[config.mk]
export PLATFORM = sky130hd
export DESIGN_NAME = temp_1wire_sched
export DESIGN_NICKNAME = d
export VERILOG_FILES = /design/src/rtl/temp_1wire_pkg.sv /design/src/rtl/crc8_1wire.sv /design/src/rtl/temp_1wire_sched.sv
export SDC_FILE = /design/constraint.sdc
export NUM_CORES = 1
export LEC_CHECK = 0
export CORE_ASPECT_RATIO = 1.4
export CORE_MARGIN = 2
export CORE_UTILIZATION = 32
export DETAILED_ROUTE_END_ITERATION = 10
export MAX_ROUTING_LAYER = met4
export SLEW_MARGIN = 10
export SYNTH_ARGS = -nofsm -noshare
export SYNTH_HDL_FRONTEND = slang
export SYNTH_SLANG_ARGS = --single-unit
[constraint.sdc]
create_clock -name clk -period 1.6 [get_ports clk]
set_input_delay 0.16 -clock clk [delete_from_list [all_inputs] [get_ports clk]]
set_output_delay 0.16 -clock clk [all_outputs]
set_load 0.05 [all_outputs]
[src/rtl/temp_1wire_pkg.sv]
// temp_1wire_pkg: shared types and constants for the 1-wire temperature scheduler.
package temp_1wire_pkg;
   typedef enum logic [2:0] {IDLE, KICK, WAIT_DONE, CHECK, REPORT, FAULT, DONE_ST} state_t;
   localparam logic [7:0] CRC8_POLY_R = 8'h8C;
   localparam int SCRATCH_BYTES = 9;
   localparam int TEMP_LSB_BYTE = 0;
   localparam int TEMP_MSB_BYTE = 1;
   localparam int CRC_BYTE = 8;
   localparam int DATA_W = 8 * SCRATCH_BYTES;
endpackage

[src/rtl/crc8_1wire.sv]
// crc8_1wire: bit-serial Dallas CRC-8 (reflected 0x8C, init 0), one data bit per enabled cycle, LSB first.
module crc8_1wire
   import temp_1wire_pkg::*;
(
   input  logic       clk,
   input  logic       rst,
   input  logic       clr,
   input  logic       en,
   input  logic       din,
   output logic [7:0] crc
);
   always_ff @(posedge clk)
      if (rst || clr) crc <= '0;
      else if (en) crc <= (crc >> 1) ^ ((crc[0] ^ din) ? CRC8_POLY_R : 8'h00);
endmodule

[src/rtl/temp_1wire_sched.sv]
// temp_1wire_sched: periodic/single-shot measurement scheduler and scratchpad checker for the 1-wire engine.
// Define TEMP_SCHED_CRC_EN to validate the scratchpad CRC-8 before publishing.
module temp_1wire_sched
   import temp_1wire_pkg::*;
#(
   parameter int FCLK       = 125,
   parameter int PERIOD_MS  = 1000,
   parameter int TIMEOUT_MS = 1000,
   parameter int RST_CYC    = 16
) (
   input  logic              clk,
   input  logic              rst,
   input  logic              enable,
   input  logic              start,
   output logic              sens_rst,
   input  logic              sens_done,
   input  logic [DATA_W-1:0] sens_data,
   output logic              busy,
   output logic              temp_valid,
   output logic [15:0]       temp_value,
   output logic              crc_err,
   output logic              timeout_err,
   output logic [7:0]        err_cnt
);
   localparam int MS_CYC = FCLK * 1000;
   localparam int MW = $clog2(MS_CYC + 1);
   localparam int PW = $clog2(PERIOD_MS + 1);
   localparam int TW = $clog2(TIMEOUT_MS + 1);
   localparam int KW = $clog2(RST_CYC + 1);
   state_t state;
   logic [MW-1:0] ms_cnt;
   logic [PW-1:0] per_cnt;
   logic [TW-1:0] tmo_cnt;
   logic [KW-1:0] kick_cnt;
   logic tick, go, crc_ok;
   assign tick = ms_cnt == MW'(MS_CYC - 1);
   assign go = (start && !busy) || (enable && per_cnt == '0);
`ifdef TEMP_SCHED_CRC_EN
   logic [DATA_W-1:0] data;
   logic [5:0] bit_idx;
   logic [7:0] crc;
   crc8_1wire u_crc (
      .clk (clk),
      .rst (rst),
      .clr (state == WAIT_DONE),
      .en  (state == CHECK),
      .din (data[bit_idx]),
      .crc (crc)
   );
   assign crc_ok = crc == data[8*CRC_BYTE +: 8];
`else
   logic [15:0] data;
   logic unused_hi;
   assign unused_hi = ^sens_data[DATA_W-1:16];
   assign crc_ok = 1'b1;
`endif
   always_ff @(posedge clk)
      if (rst) ms_cnt <= '0;
      else ms_cnt <= tick ? '0 : ms_cnt + 1'b1;
   always_ff @(posedge clk)
      if (rst) begin
         state       <= IDLE;
         sens_rst    <= 1'b1;
         busy        <= 1'b0;
         temp_valid  <= 1'b0;
         temp_value  <= '0;
         crc_err     <= 1'b0;
         timeout_err <= 1'b0;
         err_cnt     <= '0;
         per_cnt     <= '0;
         tmo_cnt     <= '0;
         kick_cnt    <= '0;
         data        <= '0;
`ifdef TEMP_SCHED_CRC_EN
         bit_idx     <= '0;
`endif
      end else begin
         temp_valid  <= 1'b0;
         crc_err     <= 1'b0;
         timeout_err <= 1'b0;
         busy        <= (state != IDLE) || go;
         if (tick && per_cnt != '0) per_cnt <= per_cnt - 1'b1;
         case (state)
            IDLE:
               if (go) begin
                  state    <= KICK;
                  kick_cnt <= '0;
               end
            KICK: begin
               per_cnt  <= PW'(PERIOD_MS);
               tmo_cnt  <= '0;
               kick_cnt <= kick_cnt + 1'b1;
               if (kick_cnt == KW'(RST_CYC - 1)) begin
                  state    <= WAIT_DONE;
                  sens_rst <= 1'b0;
               end
            end
            WAIT_DONE:
               if (sens_done) begin
                  data  <= sens_data[$bits(data)-1:0];
`ifdef TEMP_SCHED_CRC_EN
                  state   <= CHECK;
                  bit_idx <= '0;
`else
                  state <= REPORT;
`endif
               end else if (tick) begin
                  tmo_cnt <= tmo_cnt + 1'b1;
                  if (tmo_cnt == TW'(TIMEOUT_MS - 1)) begin
                     state       <= FAULT;
                     timeout_err <= 1'b1;
                  end
               end
`ifdef TEMP_SCHED_CRC_EN
            CHECK: begin
               bit_idx <= bit_idx + 1'b1;
               if (bit_idx == 6'd63) state <= REPORT;
            end
`endif
            REPORT:
               if (crc_ok) begin
                  temp_value <= {data[8*TEMP_MSB_BYTE +: 8], data[8*TEMP_LSB_BYTE +: 8]};
                  temp_valid <= 1'b1;
                  state      <= DONE_ST;
               end else begin
                  crc_err <= 1'b1;
                  state   <= FAULT;
               end
            FAULT: begin
               sens_rst <= 1'b1;
               if (err_cnt != 8'hFF) err_cnt <= err_cnt + 1'b1;
               state    <= IDLE;
            end
            DONE_ST: begin
               sens_rst <= 1'b1;
               state    <= IDLE;
            end
            default: state <= IDLE;
         endcase
      end
endmodule

==> impl_metrics.yaml <==
# generated from flow reports
yosys:
  syn_area_um2: 3905
  syn_area_per_cell_um2: 8.344
  ys_seq_frac: 0.4563
  netlist.area_leader.share: 0.4563
  synth_adder_area_share: 0.02243
  ys_cells: 468
  synth.most_common_cell: "dfxtp_1"
  largest_area_cell: "dfxtp_1"
  syn-num-nets: 552
  edf_count: 0
  syn_inst: 468
  ys_sh_xor: 0.08299
final_layout:
  synthToLayoutAreaGrowth_pct: 41.56
  n_fill_cell: 1143
  logic_gates: 343
  largest_cell_class: "combinational gates"
  clkbuf_count: 10
  num-nonclk-inverters: 10
  clk_share: 0.05681
  nonClockBufferCount: 115
  fin_area_um2: 5528
  diodes: 0
  fin_nets: 652
  drive_gt1_frac: 0.3141
outcome:
  violations: "setup timing"
  status: "complete, but fails checks"
worst_setup_path:
  end_kind: "register"
  cp_cell_sequence: "nor4_4, nand4_2, buf_6, buf_6, nor4_4, xnor2_1, nor2_1"
  crit_required_ps: 1830
  r2r_end: "tmo_cnt[4]"
  crit_end: "tmo_cnt[4]"
  reg2reg_depth: 7
  rrSetupSlack_ps: -70
global_routing:
  grt.overflow.total: 0
  antenna_found_initial: 0
  grt.total_usage: 0.1444
  busiest_layer: "met2"
  grt_pass1_wl_mm: 15.27
power:
  power_frac_comb: 0.155
  power.density_nw_per_um2: 981.8
  clkPwrFrac: 0.407
  max-vdd-ir-drop_uv: 548.9
  p_seq_frac: 0.439
  p_clk_mw: 2.21
  p_seq_mw: 2.38
detailed_routing:
  drc: 0
  vias_per_cell: 4.875
  wl_met2_mm: 4.810
  wire_per_inst_um: 12.95
  drtAntennaViolNets: 0
  highest_layer: "met4"
  first_pass_iters: 4
clocking:
  clockRootBuffer: "clkbuf_16"
  clk_latency_ps: 340
  path_clk_slew_ps: 70
  cts_buffer_depth: 2
  cts_tree: "built"
  numCtsBuffers: 9
  cts_resized: 13
sta:
  finalCritPeriodShare: 1.047
  skew_ps: 4.502
  period_needed_ps: 1675
  grt_setup_unrepaired: "true"
  final-max-slew-violation-count: 0
  hold_slack_ps: 175.0
  fin_ws_ps: -74.78
  setup_viol: 3
  hold_viol_final: 0
placed_design:
  hpwl_mm: 6.400
  place_congestion: 0.8290
run:
  cap_viol_max_count: 0
  stage_log_warnings: 86
floorplanning:
  num_tap_cells: 147
  dieArea_um2: 13110
  die_h_um: 134.7
min_path:
  worstHoldStart: "rst"
-- worst max-delay path, delay by kind of cell, from the launching register on --
kind / cells / cell delay [ps]
xor+xnor: 1 / 160
buf+inv: 2 / 290
simple gates: 4 / 770
flops: 1 / 340
-- layout by cell type, fill, tap and decap left out, types with 3 or more instances in the layout --
master and n:
nor4b_2 3, xnor2_1 26, inv_1 9, clkbuf_16 9, a21oi_2 4, and2_1 3, or3_1 3, nor3_2 4
nor4_4 4, a21oi_1 46, nor3_1 11, dfxtp_1 68, buf_4 85, clkdlybuf4s50_1 18, xor2_1 11, nand2b_1 3
nand3_1 10, buf_6 8, nand2_1 81, nor3_4 3, and3_1 3, nor2_1 54, ha_1 4, nor3b_1 3
nor2b_1 3, dfxtp_4 3, dfxtp_2 18, nand3_2 3, nand4_1 14
-- cells by family (layout without fill, tap and decap cells) --
| logic type | count (synthesis) | after routing |
|---|---|---|
| buf+inv | 36 | 141 |
| flops | 89 | 89 |
| compound gates | 65 | 65 |
| xor+xnor | 37 | 37 |
| simple gates | 232 | 232 |
| mux | 1 | 1 |
| fa+ha+maj | 7 | 7 |
| other cells | 1 | 1 |
-- sequential cells by signal, indices dropped and copies added, names as in the netlist --
register and count:
temp_value 16, tmo_cnt 10, data 16, state 3
kick_cnt 5, per_cnt 10, busy 1, temp_valid 1
ms_cnt 17, err_cnt 8, sens_rst 1, timeout_err 1
-- per-stage QoR --
step / power, mW / setup slack, ps
3_3_place_gp: 3.113 / -202.9
5_1_grt: 5.658 / -150.1
6_report: 5.427 / -74.78
4_1_cts: 5.346 / -68.05
2_1_floorplan: 2.799 / -32.19
3_5_place_dp: 3.125 / -245.0
Logic cells by family:
Bar = 20 µm.
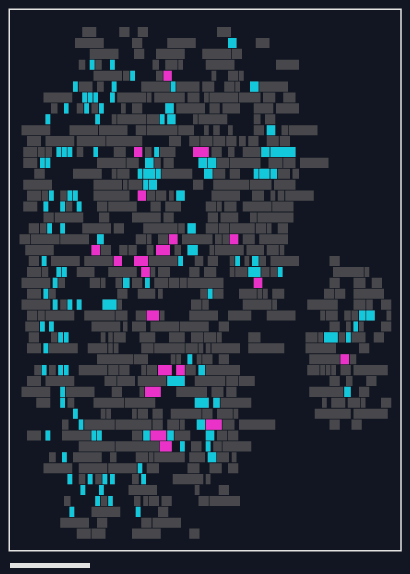
| family | color | cells |
|---|---|---|
| nand cells | cyan | 117 |
| and/or cells | magenta | 20 |
multi-input combinational area share: 0.4000
Non-Filler Instances: 720
Top cell excl fill/tap: buf_4

I/O nets highlighted:
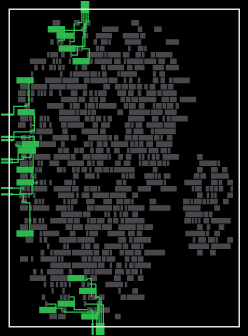
| port | color | bits | direction | end cells | buffers | wire |
|---|---|---|---|---|---|---|
| temp_value | green | 16 | output | 16 | 16 | 363 µm |
buffers added on ports: 48
io pins: 106

Placement view:
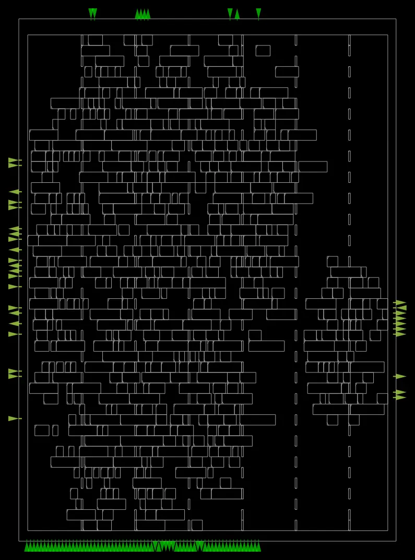
Final Util: 0.4653
flop count: 89

The metal 3 layer:
Bar = 20 µm.
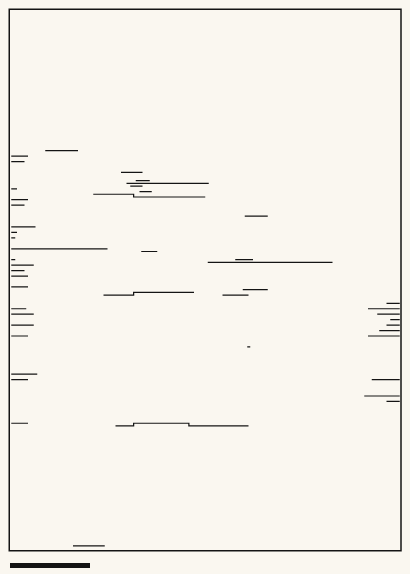
nets with wire on the layer: 43
share of all routed wire: 3.6%
GR Util met3: 0.02640
final WL: 9.326 mm
Vias: 3510

Cell area per tile:
The die is cut into 10 by 13 equal tiles; black is low, pale yellow is high, 0 to 100% covered.
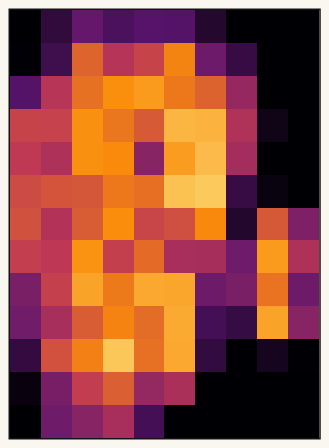
fullest tile: 88%
nearly empty tiles: 19%
densest ninth of the die: middle
mean over tiles: 41%
tiles over 75% full: 15%
Core Area: 11880 µm²
core utilization at floorplan: 0.3287

Power and IR drop assume default switching activity.
